Figure 1. I/O nets highlighted (run 1).
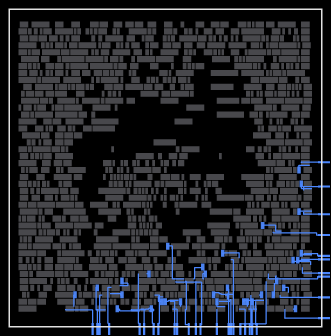
Figure 2. Signal wires on met3 (run 1).
Bar = 20 um.
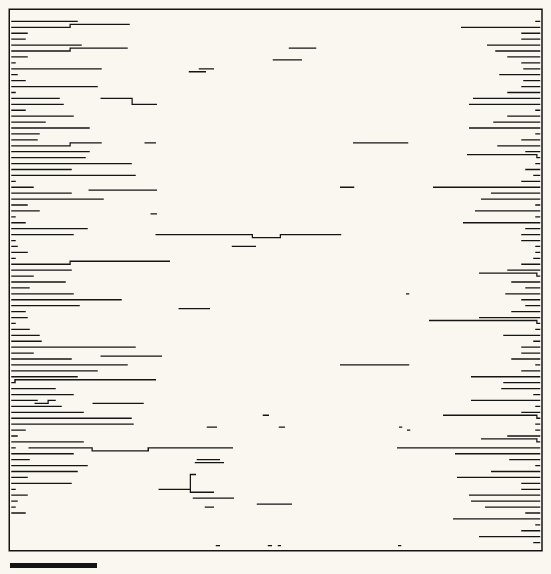
Figure 3. Cell outlines without signal wires (run 1).
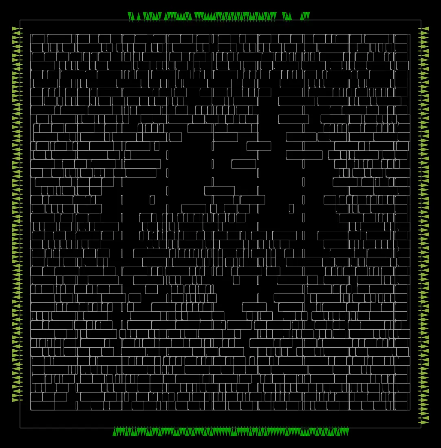
Figure 4. Logic cells by family (run 1).
Bar = 20 um.
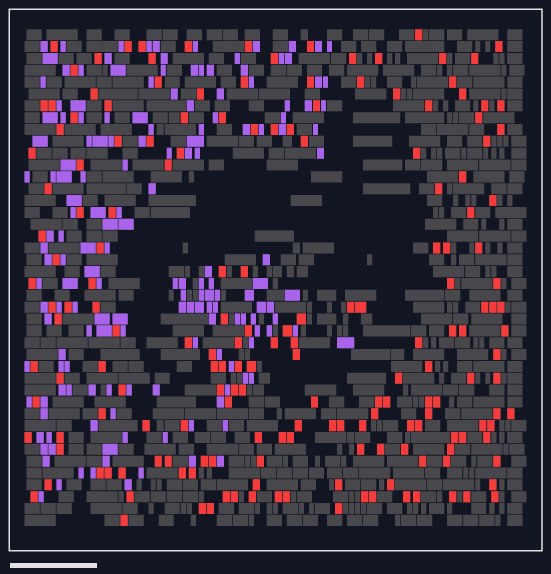
**src/rtl/mem_access_ctrl_if.sv**
```systemverilog
// Bus bundle between the load/store sequencer, data memory and the size-handler mux.
interface mem_access_ctrl_if;
  logic        start;
  logic [2:0]  op;
  logic [31:0] addr;
  logic [31:0] wdata;
  logic [31:0] mem_rdata;
  logic [31:0] sh_out;
  logic [31:0] mem_addr;
  logic        mem_rd;
  logic        mem_wr;
  logic [31:0] mem_wdata;
  logic [31:0] rdata_q;
  logic [31:0] wdata_q;
  logic [2:0]  sh_sel;
  logic [31:0] load_data;
  logic        busy;
  logic        done;
  logic        err;

  modport slave (
    input  start, op, addr, wdata, mem_rdata, sh_out,
    output mem_addr, mem_rd, mem_wr, mem_wdata, rdata_q, wdata_q,
           sh_sel, load_data, busy, done, err
  );

  modport master (
    output start, op, addr, wdata, mem_rdata, sh_out,
    input  mem_addr, mem_rd, mem_wr, mem_wdata, rdata_q, wdata_q,
           sh_sel, load_data, busy, done, err
  );
endinterface

```
**src/rtl/mem_access_ctrl.sv**
```systemverilog
// Multicycle LB/LH/LW/SB/SH/SW sequencer: alignment check, memory read with fixed
// latency, size-handler mux select, load capture and read-modify-write stores.
module mem_access_ctrl #(
  parameter int unsigned MEM_LAT = 1
) (
  input  logic              clk_i,
  input  logic              reset_i,
  mem_access_ctrl_if.slave  bus
);
  localparam logic [2:0] OP_LB = 3'd0, OP_LH = 3'd1, OP_LW = 3'd2,
                         OP_SB = 3'd3, OP_SH = 3'd4, OP_SW = 3'd5;
  localparam logic [2:0] SEL_SB = 3'b000, SEL_SW = 3'b001, SEL_SH = 3'b010,
                         SEL_LB = 3'b011, SEL_LW = 3'b100, SEL_LH = 3'b101,
                         SEL_REP = 3'b111;

  typedef enum logic [2:0] {
    S_IDLE, S_READ, S_WAIT, S_LOAD, S_WRITE, S_DONE
  } state_e;

  state_e      state_q, state_d;
  logic [2:0]  op_q, op_d;
  logic [2:0]  cnt_q, cnt_d;
  logic [31:0] addr_q, addr_d;
  logic [31:0] wdata_q, wdata_d;
  logic [31:0] rdata_q, rdata_d;
  logic [31:0] load_q, load_d;
  logic        err_q, err_d;
  logic        bad_req;
  logic        rd_last;
  logic        is_load;

  always_comb begin
    case (bus.op)
      OP_LW, OP_SW: bad_req = |bus.addr[1:0];
      OP_LH, OP_SH: bad_req = bus.addr[0];
      OP_LB, OP_SB: bad_req = 1'b0;
      default:      bad_req = 1'b1;
    endcase
  end

  assign rd_last = (state_q == S_WAIT) && (cnt_q == 3'd1);
  assign is_load = (op_q == OP_LB) || (op_q == OP_LH) || (op_q == OP_LW);

  always_comb begin
    state_d = state_q;
    op_d    = op_q;
    addr_d  = addr_q;
    wdata_d = wdata_q;
    err_d   = err_q;
    cnt_d   = cnt_q;
    case (state_q)
      S_IDLE: begin
        if (bus.start) begin
          op_d    = bus.op;
          addr_d  = bus.addr;
          wdata_d = bus.wdata;
          err_d   = bad_req;
          if (bad_req)              state_d = S_DONE;
          else if (bus.op == OP_SW) state_d = S_WRITE;
          else                      state_d = S_READ;
        end
      end
      S_READ: begin
        cnt_d   = 3'(MEM_LAT);
        state_d = S_WAIT;
      end
      S_WAIT: begin
        cnt_d = cnt_q - 3'd1;
        if (cnt_q == 3'd1) state_d = is_load ? S_LOAD : S_WRITE;
      end
      S_LOAD:  state_d = S_DONE;
      S_WRITE: state_d = S_DONE;
      S_DONE:  state_d = S_IDLE;
      default: state_d = S_IDLE;
    endcase
  end

  // Strobes and mux select are pure functions of state so the external mux
  // never loops back into the next-state logic.
  always_comb begin
    bus.mem_rd = (state_q == S_READ);
    bus.mem_wr = (state_q == S_WRITE);
    bus.done   = (state_q == S_DONE);
    bus.sh_sel = SEL_REP;
    if (state_q == S_LOAD) begin
      case (op_q)
        OP_LB:   bus.sh_sel = SEL_LB;
        OP_LH:   bus.sh_sel = SEL_LH;
        default: bus.sh_sel = SEL_LW;
      endcase
    end else if (state_q == S_WRITE) begin
      case (op_q)
        OP_SB:   bus.sh_sel = SEL_SB;
        OP_SH:   bus.sh_sel = SEL_SH;
        default: bus.sh_sel = SEL_SW;
      endcase
    end
  end

  always_comb begin
    rdata_d = rd_last ? bus.mem_rdata : rdata_q;
    load_d  = (state_q == S_LOAD) ? bus.sh_out : load_q;
  end

  always_ff @(posedge clk_i) begin
    if (reset_i) begin
      state_q <= S_IDLE;
      op_q    <= '0;
      cnt_q   <= '0;
      addr_q  <= '0;
      wdata_q <= '0;
      rdata_q <= '0;
      load_q  <= '0;
      err_q   <= 1'b0;
    end else begin
      state_q <= state_d;
      op_q    <= op_d;
      cnt_q   <= cnt_d;
      addr_q  <= addr_d;
      wdata_q <= wdata_d;
      rdata_q <= rdata_d;
      load_q  <= load_d;
      err_q   <= err_d;
    end
  end

  assign bus.mem_addr  = addr_q;
  assign bus.mem_wdata = bus.mem_wr ? bus.sh_out : 32'h0;
  assign bus.rdata_q   = rdata_q;
  assign bus.wdata_q   = wdata_q;
  assign bus.load_data = load_q;
  assign bus.busy      = (state_q != S_IDLE);
  assign bus.err       = (state_q == S_DONE) && err_q;
endmodule

```
**src/flat_wrapper.sv**
```systemverilog
// flat-port wrapper written by rule: the top's interface ports become plain ports
module mem_access_ctrl_flat 
#(
  parameter int unsigned MEM_LAT = 1
)
  (clk_i, reset_i, bus_start, bus_op, bus_addr, bus_wdata, bus_mem_rdata, bus_sh_out, bus_mem_addr, bus_mem_rd, bus_mem_wr, bus_mem_wdata, bus_rdata_q, bus_wdata_q, bus_sh_sel, bus_load_data, bus_busy, bus_done, bus_err);
  mem_access_ctrl_if bus_i ();
  input  logic clk_i;
  input  logic reset_i;
  input wire logic [$bits(bus_i.start)-1:0] bus_start;
  input wire logic [$bits(bus_i.op)-1:0] bus_op;
  input wire logic [$bits(bus_i.addr)-1:0] bus_addr;
  input wire logic [$bits(bus_i.wdata)-1:0] bus_wdata;
  input wire logic [$bits(bus_i.mem_rdata)-1:0] bus_mem_rdata;
  input wire logic [$bits(bus_i.sh_out)-1:0] bus_sh_out;
  output wire logic [$bits(bus_i.mem_addr)-1:0] bus_mem_addr;
  output wire logic [$bits(bus_i.mem_rd)-1:0] bus_mem_rd;
  output wire logic [$bits(bus_i.mem_wr)-1:0] bus_mem_wr;
  output wire logic [$bits(bus_i.mem_wdata)-1:0] bus_mem_wdata;
  output wire logic [$bits(bus_i.rdata_q)-1:0] bus_rdata_q;
  output wire logic [$bits(bus_i.wdata_q)-1:0] bus_wdata_q;
  output wire logic [$bits(bus_i.sh_sel)-1:0] bus_sh_sel;
  output wire logic [$bits(bus_i.load_data)-1:0] bus_load_data;
  output wire logic [$bits(bus_i.busy)-1:0] bus_busy;
  output wire logic [$bits(bus_i.done)-1:0] bus_done;
  output wire logic [$bits(bus_i.err)-1:0] bus_err;
  assign bus_i.start = bus_start;
  assign bus_i.op = bus_op;
  assign bus_i.addr = bus_addr;
  assign bus_i.wdata = bus_wdata;
  assign bus_i.mem_rdata = bus_mem_rdata;
  assign bus_i.sh_out = bus_sh_out;
  assign bus_mem_addr = bus_i.mem_addr;
  assign bus_mem_rd = bus_i.mem_rd;
  assign bus_mem_wr = bus_i.mem_wr;
  assign bus_mem_wdata = bus_i.mem_wdata;
  assign bus_rdata_q = bus_i.rdata_q;
  assign bus_wdata_q = bus_i.wdata_q;
  assign bus_sh_sel = bus_i.sh_sel;
  assign bus_load_data = bus_i.load_data;
  assign bus_busy = bus_i.busy;
  assign bus_done = bus_i.done;
  assign bus_err = bus_i.err;
  mem_access_ctrl #(.MEM_LAT(MEM_LAT)) u_core (.clk_i(clk_i), .reset_i(reset_i), .bus(bus_i));
endmodule
```
**config.mk**
```make
export PLATFORM = sky130hd
export DESIGN_NAME = mem_access_ctrl_flat
export DESIGN_NICKNAME = d
export VERILOG_FILES = /design/src/rtl/mem_access_ctrl_if.sv /design/src/rtl/mem_access_ctrl.sv /design/src/flat_wrapper.sv
export SDC_FILE = /design/constraint.sdc
export NUM_CORES = 1
export LEC_CHECK = 0
export ABC_AREA = 1
export CAP_MARGIN = 15
export CORE_AREA = 3 3 119 121
export CTS_CLUSTER_DIAMETER = 50
export DETAILED_ROUTE_END_ITERATION = 6
export DIE_AREA = 0 0 122 124
export GPL_TIMING_DRIVEN = 1
export PLACE_DENSITY = 0.89
export SLEW_MARGIN = 10
export SYNTH_ARGS = -nofsm -noshare
export SYNTH_HDL_FRONTEND = slang
export SYNTH_SLANG_ARGS = --single-unit
```
**constraint.sdc**
```tcl
create_clock -name clk_i -period 2.7 [get_ports clk_i]
set_input_delay 0.405 -clock clk_i [delete_from_list [all_inputs] [get_ports clk_i]]
set_output_delay 0.405 -clock clk_i [all_outputs]
set_load 0.02 [all_outputs]
```
==> results.txt, run 1 <==
Purpose: to document the outcome of synthesis and place and route.

Global route
The initial antenna violation count is 0. The total congestion overflow is 0. Entering global routing, the biggest net connects 71 pins. The overall routing resource usage is 22.9%. The via count of the first global-routing pass is 5419. The first global-routing pass estimated 27.2 mm of wire.

Synth
The synthesized flop and latch total is 138. In the synthesis report, Yosys lists the chip area as 0.00547 sq mm. After synthesis, the mean cell area works out to 7.77 sq um. The gate count after technology mapping is 704. Synthesis produced a netlist with a net count of 840. Yosys reported that registers with async set or reset make up 0%. Post-synth the commonest register cell is dfxtp_1. After synthesis, flip-flops and latches occupy 50.5% of the total area. The cell area after synthesis is 0.00547 sq mm. The count of flip-flops with a built-in enable after synthesis is 0. The yosys cell count is 704.

The number of warnings issued by yosys is 0. The number of library cell types mapped by synthesis is 27.

Pwr
The net switching share of the total power is 34.5%. In this run, the clock network consumes 31.1% of the power. The standby leakage power is 0.00357 uW.

Per report_power, the combinational group accounts for 37.2% of the total. The power density of the placed cells is 889 mW/mm^2. The proportion of power drawn by flip-flops and latches is 31.7%. The internal portion of total power is 5300 uW. The switching power of the nets is 2790 uW.

The worst supply voltage drop on vdd is 0.610 mV.

Clocking
Counting along the longest clock path gives a buffer depth of 2. The insertion delay to the later sink of the worst-skew pair is 410 ps. The level count of the clock H-tree is 4. The count of hold buffers inserted by post-cts repair is 0. TritonCTS built the clock tree.

The CTS buffer count is 17. The clock root buffer is clkbuf_16. The setup fix buffers added after clock tree synthesis is 0. The number of clock sinks came to 138. The clock transition time at the flip-flop clock pins of the worst setup and hold paths is 60 ps. The number of gates resized after cts is 0.

Critical path
The cell sequence reported for the critical path is nor2_4 > nand2_1 > buf_4 > nor2_1 > clkdlybuf4s50_1. The flop-to-flop setup slack is 820 ps. Counting both buffers and inverters, the worst setup path holds a total of 2.

The worst register-to-register path has a depth of 6. In this run the critical register-to-register path is launched from u_core.state_q[1]$_SDFFE_PP0P_. The delay of the slowest critical-path stage is 560 ps. The critical path's slowest stage uses the library cell clkdlybuf4s50_1. The type of origin of the critical path is a flop. The data arrival time at the worst-slack endpoint is 2130 ps.

Looking at the reg2reg group, the worst path ends at u_core.bus.mem_addr[16]$_SDFFE_PP0P_. The critical path's top delay family is buffers and inverters. The largest fanout on the critical path is 32. The required time at the worst endpoint is listed as 2300 ps. The critical path in this run is classified as flop to output port.

STA classifies the critical path endpoint as an output port.

Timing
The transition time recorded at the tightest slew-check pin is 739 ps. From the final report, the count of setup violators was given as 0. The minimum clock period after layout is 2540 ps. The maximum frequency from static timing analysis is 0.394 GHz. The setup clock skew after layout is 7.50 ps. OpenROAD reports that the post-layout worst path occupies 94.0% of the period.

The hold violation total from the final report is 0. Pins over their slew limit in the final report were tallied at 0. The final sum of negative setup slack is 0 ps. Setup repair after global routing left no endpoint under its margin. Headroom to the max-slew limit came out at 50.7%.

Detailed routing
The count of routing violations after the opening detailed-route iteration is 314. TritonRoute reported its final design rule violation total as 0. For this run, the detailed router reports a per-instance via density of 4.91. The number of nets still failing antenna checks after routing is 0. The wire length per cell is 15.1 um. The number of detailed-routing iterations run before antenna repair is 4.

Final layout
Per the final layout report, the fraction of cells sized above drive strength 1 comes to 6.87%. The post-synthesis to final-layout area growth is 66.3%. The antenna cell count is 0. The total number of nets in the final design is 1113. Per the cell usage report, the commonest logic cells after layout are clkdlybuf4s50_1, dfxtp_1, a21oi_1.

Worst hold path
Hold analysis lists the worst path endpoint as u_core.bus.wdata_q[30]$_SDFFE_PP0P_. Per the hold report, the tightest min-delay path originates at u_core.bus.wdata_q[30]$_SDFFE_PP0P_. The worst hold path belongs to the class flop to flop. In the hold timing report, the worst path depth is 2.

Placed design
The placed cell count is 1134. The HPWL after detailed placement is 12.5 mm. RePlAce ended its routability-driven mode at a weighted congestion of 0.827.

Floorplanning
According to the floorplan report, the die height is 124 um. The overall chip area is 0.0151 sq mm. From left edge to right edge, the die measures 122 um. Before placement the cells fill 41.5% of the core.

Run
The number of maximum-capacitance violations recorded for the run is 0. The logs give a warning total of 27.

Outcome
The flow ran to the end, and the final reports show no timing, DRC or antenna violations.
Back to the opening pictures, Figure 1:
Key: blue = bus_sh_out [direction input, edge 22 bottom, 10 right, end cells 32, buffers 32, wire 636 um]
IO buf count: 301
Boundary Pins: 302

Back to the opening pictures, Figure 2:
185 nets have wire on it. The longest straight run is 32.6 um. The layer carries 1910 um of wire. The wires run mostly horizontal. The layer holds 11% of the routed length.
routed vias: 5726
met3 demand-to-capacity share in global routing: 9.85%
final wirelength: 17.6 mm

Back to the opening pictures, Figure 3:
register fraction of the total cell area: 30.4%
number of placement rows: 42
FILL cells: 1020
post-layout utilization of the core: 69.0%
core area: 0.0132 sq mm

Back to the opening pictures, Figure 4:
Key: purple = NAND gates [cells 164]; red = inverting AOI/OAI gates [cells 180, where all over the die]
number of standard cells in the final layout excluding fillers: 1166
most common cell after layout, fill and taps aside: clkdlybuf4s50_1

## run 1: synthesized netlist by cell type, types with 2 or more instances
cell type  instances  share of area, %
buf_2             28               2.6
inv_2              5              0.34
ha_1               2              0.46
o21ai_1           38               3.5
a21oi_1          107               9.8
nand3_2           22               4.0
nor2_1           106               7.3
clkbuf_1          15               1.0
nand4_1            3              0.34
o22ai_1            2              0.23
dfxtp_1          138                50
buf_6              7               1.4
buf_1              2              0.14
inv_1             51               3.5
nand2_1           85               5.8
nand2_4            2              0.41
nand3_1           51               4.7
o21ai_0           31               2.8
## run 1: metal layers
layer,up-vias,GRT usage (%),wire (um)
met3,21,9.85,1910
met1,2627,25.4,6790
li1,2852,-,-
met4,0,8.33,288
met2,226,39.0,8590
met5,-,0,0
## run 1: flip-flops by register name, summed over array words and instances, names as in the netlist
register and cells:
u_core.bus.mem_addr 32, u_core.err_q 1, u_core.bus.wdata_q 32, u_core.cnt_q 3, u_core.state_q 3, u_core.bus.load_data 32
u_core.bus.rdata_q 32, u_core.op_q 3
## run 1: area by class of cell
class,count,area (sq um)
sequential,138,2760
multi-input combinational,455,2190
inverter,58,225
timing repair buffer,307,3060
tap,176,220
fill,1020,4090
clock buffer,24,472
clock inverter,8,165
## run 1: worst max path at each step
stage                              startpoint                 to  cells after the start
5_1_grt        u_core.state_q[1]$_SDFFE_PP0P_  bus_mem_wdata[27]                      5
3_5_place_dp   u_core.state_q[1]$_SDFFE_PP0P_  bus_mem_wdata[27]                      5
6_report       u_core.state_q[1]$_SDFFE_PP0P_   bus_mem_wdata[1]                      5
4_1_cts        u_core.state_q[1]$_SDFFE_PP0P_  bus_mem_wdata[27]                      5
2_1_floorplan  u_core.state_q[1]$_SDFFE_PP0P_      bus_sh_sel[0]                      4
3_3_place_gp   u_core.state_q[1]$_SDFFE_PP0P_  bus_mem_wdata[17]                      5
## run 1: logic make-up after synthesis
group / Yosys count / share of synthesized area, %
buffers and inverters: 111 / 9.42
AND/OR/NAND/NOR: 273 / 23.1
adder cells (fa/ha/maj): 2 / 0.457
AND-OR/OR-AND: 180 / 16.6
flip-flops: 138 / 50.5
## run 1: stage by stage
step	worst slack [ps]	power, uW	cell area [sq um]	hold slack [ps]
after detailed placement	589	5610	8460	453
final	162	8090	9100	458
after global placement	614	5570	8460	444
after CTS	144	8160	9100	460
after floorplan	1010	4390	5470	430
after global routing	28.8	8510	9100	475
## run 1: worst min-delay path, stage by stage, from the launching register on
cell and delay (ps):
dfxtp_1 310, nand2_1 60, a21oi_1 50
## run 1: power groups by stage
| stage | combinational (uW) | clock [uW] | sequential (uW) |
|---|---|---|---|
| after floorplan | 1460 | 0 | 2930 |
| after global placement | 2980 | 0 | 2590 |
| after detailed placement | 3010 | 0 | 2600 |
| after CTS | 3030 | 2560 | 2570 |
| after global routing | 3270 | 2640 | 2600 |
| final | 3010 | 2520 | 2570 |
==> run 1 -> run 2 <==
--- a/config.mk
+++ b/config.mk
@@ -7,10 +7,10 @@
 export LEC_CHECK = 0
 export ABC_AREA = 1
 export CAP_MARGIN = 15
-export CORE_AREA = 3 3 119 121
+export CORE_AREA = 5 5 121 123
 export CTS_CLUSTER_DIAMETER = 50
 export DETAILED_ROUTE_END_ITERATION = 6
-export DIE_AREA = 0 0 122 124
+export DIE_AREA = 0 0 126 128
 export GPL_TIMING_DRIVEN = 1
 export PLACE_DENSITY = 0.89
 export SLEW_MARGIN = 10
==> run 2 against run 1 <==
Combinational power hardly changed. Synthesized area stayed put. Cell area is 0.25% lower. Worst hold slack worse by 91 ps. Routed wire length is 2.4% higher. Fmax is 0.34% lower. Synthesized cell count stayed put. Core utilization is 2.0 points lower. First-iteration DRC count is 34% lower. Final cell count is 0.34% higher. Critical endpoint is now bus_mem_wdata[30].
==> results.txt, run 2 <==
Purpose: to document the outcome of synthesis and place and route.

Pwr
The standby leakage power is 0.00355 uW (-0.58%). The worst supply voltage drop on vdd is 0.562 mV (-7.9%). The power density of the placed cells is 873 mW/mm^2 (-1.8%).

Critical path
The type of origin of the critical path is a flop. The worst endpoint required time is 2300 ps (about the same). For reference, the most critical setup path is categorized as flop to output port. The largest fanout on the critical path is 32 (unchanged).

Placed design
The placed cell count is 1139 (+0.44%). The HPWL after detailed placement was 13.1 mm (+4.7%). The final weighted congestion of routability-driven global placement was 0.869 (+5.1%).

Timing
The max-slew violation total from the final report is 0 (unchanged). The ratio of final minimum period to clock period is 94.3% (+0.32 points). Setup repair after global routing left no endpoint under its margin.

The minimum clock period after layout is 2550 ps (+8.73 ps). The setup clock skew after layout came to 5.23 ps (-2.27 ps). The number of failing setup endpoints in the final timing report is 0 (unchanged). The headroom to the max-slew limit is 49.5% (-1.3 points). The maximum frequency from static timing analysis came to 0.393 GHz (-0.34%). The hold violation total from the final report is 0 (unchanged). The post-route worst hold slack is 367 ps (-90.9 ps).

Final layout
The number of filler instances in the final layout is 1118 (+9.6%). The area of the multi-input gates came to 0.00219 sq mm (unchanged). The ratio of cells with drive above 1 in the final layout came to 7.37% (+0.51 points). The number of standard cells in the layout, taps in and fillers out is 1170 (+0.34%). Counting only logic cells after layout, the most numerous master is clkdlybuf4s50_1. The register cell area after layout is 0.00276 sq mm (unchanged).

Synth
Counting instances in the post-synthesis netlist gives the leading cell types as dfxtp_1, a21oi_1, nor2_1. Yosys attributes the largest share of cell area to dfxtp_1, a21oi_1, nor2_1. The share of the yosys chip area belonging to registers came to 50.5% (unchanged).

The gate count after technology mapping came to 704 (unchanged). The area share of the leading cell type in the synthesized netlist is 50.5% (unchanged). The yosys cell count is 704 (unchanged). The number of nets produced by synthesis is 840 (unchanged). Sorting the synthesis cell report by count puts at the top dfxtp_1. The yosys stat chip area is 0.00547 sq mm (unchanged).

The largest area contributor in the netlist is dfxtp_1. The mean post-synth cell area is 7.77 sq um (unchanged). The synthesized flop and latch total is 138 (unchanged). The number of warnings issued by yosys is 0 (unchanged).

Clocking
The level count of the clock H-tree came to 4 (unchanged). The number of buffers between clock root and the deepest sink is 2 (unchanged). TritonCTS built the clock tree. The clock transition time at the flip-flop clock pins of the worst setup and hold paths is 60 ps (about the same). The count of hold buffers inserted by post-cts repair is 0 (unchanged).

The insertion delay to the later sink of the worst-skew pair came to 410 ps (about the same). The total number of clock tree sinks is 138 (unchanged).

Detailed routing
The routed wire length is 18.0 mm (+2.4%). The count of unresolved DRC violations after routing is 0 (unchanged). The number of vias after detailed routing is 5715 (-0.19%). The count of routing violations after the opening detailed-route iteration came to 207 (-34%). The number of nets still failing antenna checks after routing is 0 (unchanged). The wire length per cell was 15.4 um (+2.0%). The via-per-instance ratio was 4.88 (-0.53%). The number of detailed-routing iterations run before antenna repair is 5 (+1).

Global route
The total congestion overflow is 0 (unchanged). The initial antenna violation count came to 0 (unchanged). The overall routing resource usage came to 21.5% (-1.3 points). The via count of the first global-routing pass is 5515 (+1.8%). The maximum number of pins on one net before global-route repair came to 71 (unchanged). The first-pass GRT wire length is 28.0 mm (+2.8%).

Floorplanning
The number of placed I/O pins is 302 (unchanged). The die extent in x is 126 um (+3.3%). The overall chip area was 0.0161 sq mm (+6.6%).

Run
The number of max-capacitance violations reported is 0 (unchanged). The number of warnings in the stage logs is 27 (unchanged).

Outcome
The flow ran to the end, and the final reports show no timing, DRC or antenna violations.

Worst hold path
The number of cells on the worst hold path is 4 (+2).
-- run 2: cell counts after synthesis --
No cell type changed its count.
-- run 2: cell type report --
cell class | instances | area share [%]
clock buffer | 19 | 4.99
clock inverter | 12 | 1.64
inverter | 58 | 2.48
multi-input combinational | 455 | 24.2
sequential | 138 | 30.4
tap | 180 | 2.48
timing repair buffer | 308 | 33.8
-- run 2: worst max-delay path: stages (launching register included) --
cell	delay (ps)
dfxtp_1	500
nor2_4	60
nand2_1	150
buf_4	360
nor2_1	90
clkdlybuf4s50_1	570
-- run 2: stage by stage --
stage	setup slack (ps)	total power (uW)	area (sq um)
finish	153	7930	9080
floorplan	1010	4390	5470
global placement	610	5570	8480
global route	40.8	8360	9080
CTS	130	8010	9080
detailed placement	581	5630	8480
-- run 2: path summary, 6_finish.rpt --
path	slack, ps	endpoint	startpoint
setup reg to reg	660	u_core.op_q[0]$_SDFFE_PP0P_	u_core.state_q[1]$_SDFFE_PP0P_
setup / recovery	150	bus_mem_wdata[30]	u_core.state_q[1]$_SDFFE_PP0P_
hold / removal	370	u_core.bus.rdata_q[25]$_SDFFE_PP0P_	reset_i
hold reg to reg	460	u_core.bus.mem_addr[9]$_SDFFE_PP0P_	u_core.bus.mem_addr[9]$_SDFFE_PP0P_
-- run 2: layer usage --
layer | up-vias | global-route usage (%) | routed length [um]
li1 | 2854 | - | -
met1 | 2592 | 23.9 | 7040
met2 | 240 | 36.7 | 8710
met3 | 29 | 9.71 | 1870
met4 | 0 | 7.51 | 371
met5 | - | 0 | 0
-- run 2: cells by family after synthesis --
| logic type | count (synthesis) | share of synthesized area (%) |
|---|---|---|
| compound gates | 180 | 16.6 |
| flops | 138 | 50.5 |
| buf+inv | 111 | 9.42 |
| fa+ha+maj | 2 | 0.457 |
| simple gates | 273 | 23.1 |
-- run 2: report_power, final --
part           switching, uW  internal, uW  total (uW)
sequential               191          2370        2560
clock                    855          1490        2340
combinational           1780          1240        3020
total                   2830          5100        7930
Figure 5. Local utilization (run 2).
The die is cut into 13 by 13 equal tiles; black is low, pale yellow is high, 0 to 100% covered.
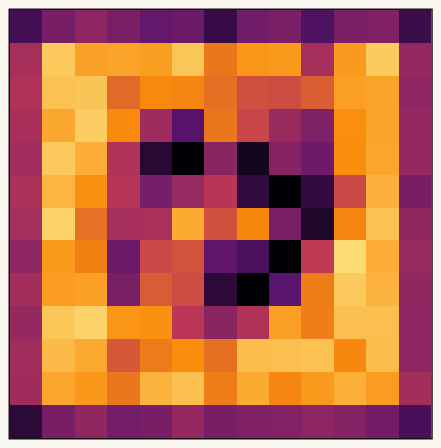
The emptiest ninth of the die: middle. The fullest tile reaches 92%. 33% of the tiles are over 75% full. 2.4% of the tiles are nearly empty. The mean over all tiles is 55%.
Floorplan Utilization: 40.4%
core area: 0.0136 sq mm
post-layout utilization of the core: 67.0%

==> run 2 -> run 3 <==
--- a/config.mk
+++ b/config.mk
@@ -6,7 +6,7 @@
 export NUM_CORES = 1
 export LEC_CHECK = 0
 export ABC_AREA = 1
-export CAP_MARGIN = 15
+export CAP_MARGIN = 10
 export CORE_AREA = 5 5 121 123
 export CTS_CLUSTER_DIAMETER = 50
 export DETAILED_ROUTE_END_ITERATION = 6
==> run 3 against run 2 <==
Cell area unchanged. Fmax unchanged. Sequential share of layout area unchanged. Via count unchanged. Routed wire length unchanged. Synthesized area unchanged. Die area unchanged. Clock-buffer cell count unchanged. Worst hold slack unchanged. Critical path depth unchanged. Clock power about the same. Critical endpoint unchanged.
==> results.txt, run 3 <==
Purpose: to document the outcome of synthesis and place and route.

Outcome
The run finished with clean final reports.

Critical path
The capture point of the critical path was reported as bus_mem_wdata[30]. The largest fanout on the critical path is 32 (unchanged). Data arrives at the worst endpoint at 2140 ps. STA shows the worst reg2reg path with a cell count of 6.

The kind of capture point of the worst setup path is an output port. The critical path class is flop to output port. The flop-to-flop setup slack is 660 ps (about the same).

The worst endpoint required time was 2300 ps (about the same). In this run the worst setup path begins at u_core.state_q[1]$_SDFFE_PP0P_. Per the timing report, the most critical flop-to-flop path originates at u_core.state_q[1]$_SDFFE_PP0P_. The type of origin of the critical path is a flop. The endpoint of the worst register-to-register path is u_core.op_q[0]$_SDFFE_PP0P_.

Worst hold path
The number of cells on the worst hold path is 4 (unchanged). In this run the most critical hold path is launched from reset_i. In this run the worst hold path is classified as input pin to flop.

Final layout
The total number of nets in the final design is 1114. Relative to the synthesized area, the layout overhead comes to 65.9%. For this run, the script counts the antenna cells in the layout as 0.

The most common logic cell in the final layout is clkdlybuf4s50_1. The ratio of cells with drive above 1 in the final layout is 7.37% (unchanged). The number of filler instances in the final layout is 1118 (unchanged). The area of the multi-input gates is 0.00219 sq mm (unchanged). The register cell area after layout is 0.00276 sq mm (unchanged). In the layout the commonest cells are clkdlybuf4s50_1, dfxtp_1, a21oi_1.

Floorplanning
The overall chip area is 0.0161 sq mm (unchanged). The die height is 128 um. The starting density of the core is 40.4% (unchanged). The standard cell core area is 0.0136 sq mm (unchanged). The number of placed I/O pins is 302 (unchanged). The row count is 43. The die extent in x is 126 um (unchanged).

Synth
The synthesized-area fraction occupied by and/or/nand/nor cells is 23.1% (unchanged). The share of the yosys chip area belonging to registers is 50.5% (unchanged). The yosys cell count is 704 (unchanged).

The commonest cells after synthesis are dfxtp_1, a21oi_1, nor2_1. The area share of and-or/or-and cells after synthesis is 16.6% (unchanged). The count of flip-flops with a built-in enable after synthesis is 0. The most instantiated flip-flop cell in the synthesis netlist is dfxtp_1. The most frequent cell after synthesis is dfxtp_1.

The fraction of synthesis flops using an asynchronous set or reset pin is 0%. The main combinational cell family by area after synthesis is simple AND/OR/NAND/NOR gates. The synthesized netlist contains 27 unique library cells. The number of nets produced by synthesis is 840 (unchanged). The mean post-synth cell area came to 7.77 sq um (unchanged). By area the synthesized netlist is led by dfxtp_1, a21oi_1, nor2_1.

The synthesized flop and latch total is 138 (unchanged). The yosys stat chip area is 0.00547 sq mm (unchanged). The gate count after technology mapping was 704 (unchanged). The synthesized design spends more area on one cell type than any other, namely dfxtp_1. The area share of the leading cell type in the synthesized netlist came to 50.5% (unchanged).

The mux share of post-synthesis cell area is 0% (unchanged). Before any placement, the netlist area is recorded as 0.00547 sq mm. The adder and majority cell fraction of the synthesized area is 0.457% (unchanged).

The number of warnings issued by yosys is 0 (unchanged). The post-synthesis xor/xnor area fraction is 0% (unchanged).

Timing
The max-slew violation total from the final report is 0 (unchanged). The hold violation total from the final report is 0 (unchanged). The headroom to the max-slew limit is 49.5% (unchanged). For the pin with the worst max-slew slack, the measured transition is 758 ps.

The number of failing setup endpoints in the final timing report is 0 (unchanged). The minimum clock period after layout was 2550 ps (unchanged). Setup repair after global routing left no endpoint under its margin. The maximum frequency from static timing analysis came to 0.393 GHz (unchanged).

The setup clock skew after layout is 5.23 ps (unchanged). The ratio of final minimum period to clock period was 94.3% (unchanged). For the final routed database, the setup TNS stands at 0 ps.

Pwr
The worst supply voltage drop on vdd is 0.562 mV (unchanged). The switching power of the nets is 2830 uW (unchanged). The net switching share of the total power is 35.7% (unchanged). The clock network fraction of design power came to 29.6% (about the same). The standby leakage power is 0.00355 uW (unchanged). The proportion of power drawn by flip-flops and latches is 32.3% (about the same). The total power of the final layout is 7930 uW (unchanged). The logic gate share of total power is 38.1% (about the same). The power density of the placed cells came to 873 mW/mm^2 (unchanged).

The internal portion of total power is 5100 uW (unchanged).

Clocking
The number of buffers between clock root and the deepest sink came to 2 (unchanged). The level count of the clock H-tree is 4 (unchanged). The clock transition time at the flip-flop clock pins of the worst setup and hold paths is 60 ps (about the same).

CTS added clock buffers totalling 17. Looking at the clock tree report, the root buffer type is clkbuf_16. The setup fix buffers added after clock tree synthesis is 0. TritonCTS built the clock tree. Once the clock tree was built, the resizer swapped 0 gates to a different size. The insertion delay to the later sink of the worst-skew pair was 410 ps (about the same). The count of hold buffers inserted by post-cts repair is 0 (unchanged). The total number of clock tree sinks is 138 (unchanged).

Global route
The via count of the first global-routing pass is 5515 (unchanged). The overall routing resource usage came to 21.5% (unchanged). The first-pass GRT wire length is 28.0 mm (unchanged).

The total congestion overflow is 0 (unchanged). The maximum number of pins on one net before global-route repair came to 71 (unchanged). The initial antenna violation count was 0 (unchanged).

Detailed routing
The routed wire length came to 18.0 mm (unchanged). The count of unresolved DRC violations after routing is 0 (unchanged). The number of nets still failing antenna checks after routing was 0 (unchanged). The count of routing violations after the opening detailed-route iteration is 207 (unchanged).

The number of detailed-routing iterations run before antenna repair came to 5 (unchanged). The wire length per cell was 15.4 um (unchanged). The number of vias after detailed routing is 5715 (unchanged). The via-per-instance ratio came to 4.88 (unchanged).

Run
The number of max-capacitance violations reported was 0 (unchanged). The number of warnings in the stage logs is 27 (unchanged).

Placed design
The final weighted congestion of routability-driven global placement was 0.869 (unchanged). The HPWL after detailed placement came to 13.1 mm (unchanged). Buffers placed on the I/O ports in this run total 301.
## run 3: cell counts after synthesis
No cell type changed its count.
## run 3: layout make-up
type / count / share of cell area, %
clock buffers: 19 / 4.99
clock inverters: 12 / 1.64
inverters: 58 / 2.48
multi-input cells: 455 / 24.2
flip-flops and latches: 138 / 30.4
well taps: 180 / 2.48
repair buffers: 308 / 33.8
## run 3: kinds of logic (layout without fill, tap and decap cells)
group                    count (synthesis)  after routing
AND-OR/OR-AND                          180            180
adder cells (fa/ha/maj)                  2              2
buffers and inverters                  111            397
AND/OR/NAND/NOR                        273            273
flip-flops                             138            138
## run 3: metrics by stage
stage               cells  worst slack, ps  utilization [%]  cell area, sq um  hold WS [ps]
floorplan             704             1010                -              5470           430
global placement     1139              610             62.5              8480           443
detailed placement   1139              581             62.5              8480           450
CTS                  1170              130             67.0              9080           359
global route         1170             40.8             67.0              9080           368
finish               1170              153             67.0              9080           367
## run 3: worst max-delay path, stage by stage (launching register included)
cell	delay, ps
dfxtp_1	500
nor2_4	60
nand2_1	150
buf_4	360
nor2_1	90
clkdlybuf4s50_1	570
## run 3: power groups by stage
stage	clock network, uW	logic (uW)	registers [uW]
6_report	2340	3020	2560
2_1_floorplan	0	1460	2930
4_1_cts	2400	3050	2560
3_5_place_dp	0	3040	2600
3_3_place_gp	0	2990	2580
5_1_grt	2490	3260	2600
## run 3: per-layer routing
layer	up-vias	part of all wire [%]	wire length (um)	GRT usage (%)
met5	-	0	0	0
li1	2854	-	-	-
met4	0	2.1	371	7.51
met1	2592	39	7040	23.9
met3	29	10	1870	9.71
met2	240	48	8710	36.7
## run 3: how the worst min path moves through the flow
stage | to | slack [ps]
2_1_floorplan | u_core.cnt_q[2]$_SDFFE_PP0P_ | 430
3_3_place_gp | u_core.cnt_q[2]$_SDFFE_PP0P_ | 440
3_5_place_dp | u_core.cnt_q[2]$_SDFFE_PP0P_ | 450
4_1_cts | u_core.bus.rdata_q[25]$_SDFFE_PP0P_ | 360
5_1_grt | u_core.bus.rdata_q[24]$_SDFFE_PP0P_ | 370
6_report | u_core.bus.rdata_q[25]$_SDFFE_PP0P_ | 370
Figure 6. I/O nets highlighted (run 3).
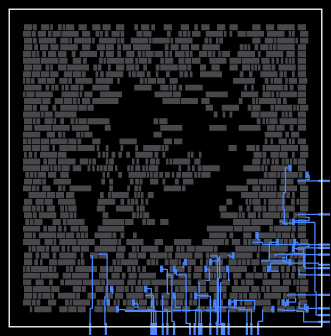
Key: blue = bus_sh_out [direction input, edge 20 bottom, 12 right, end cells 32, buffers 32, wire 829 um]

Power is estimated from default activity; no workload was simulated.
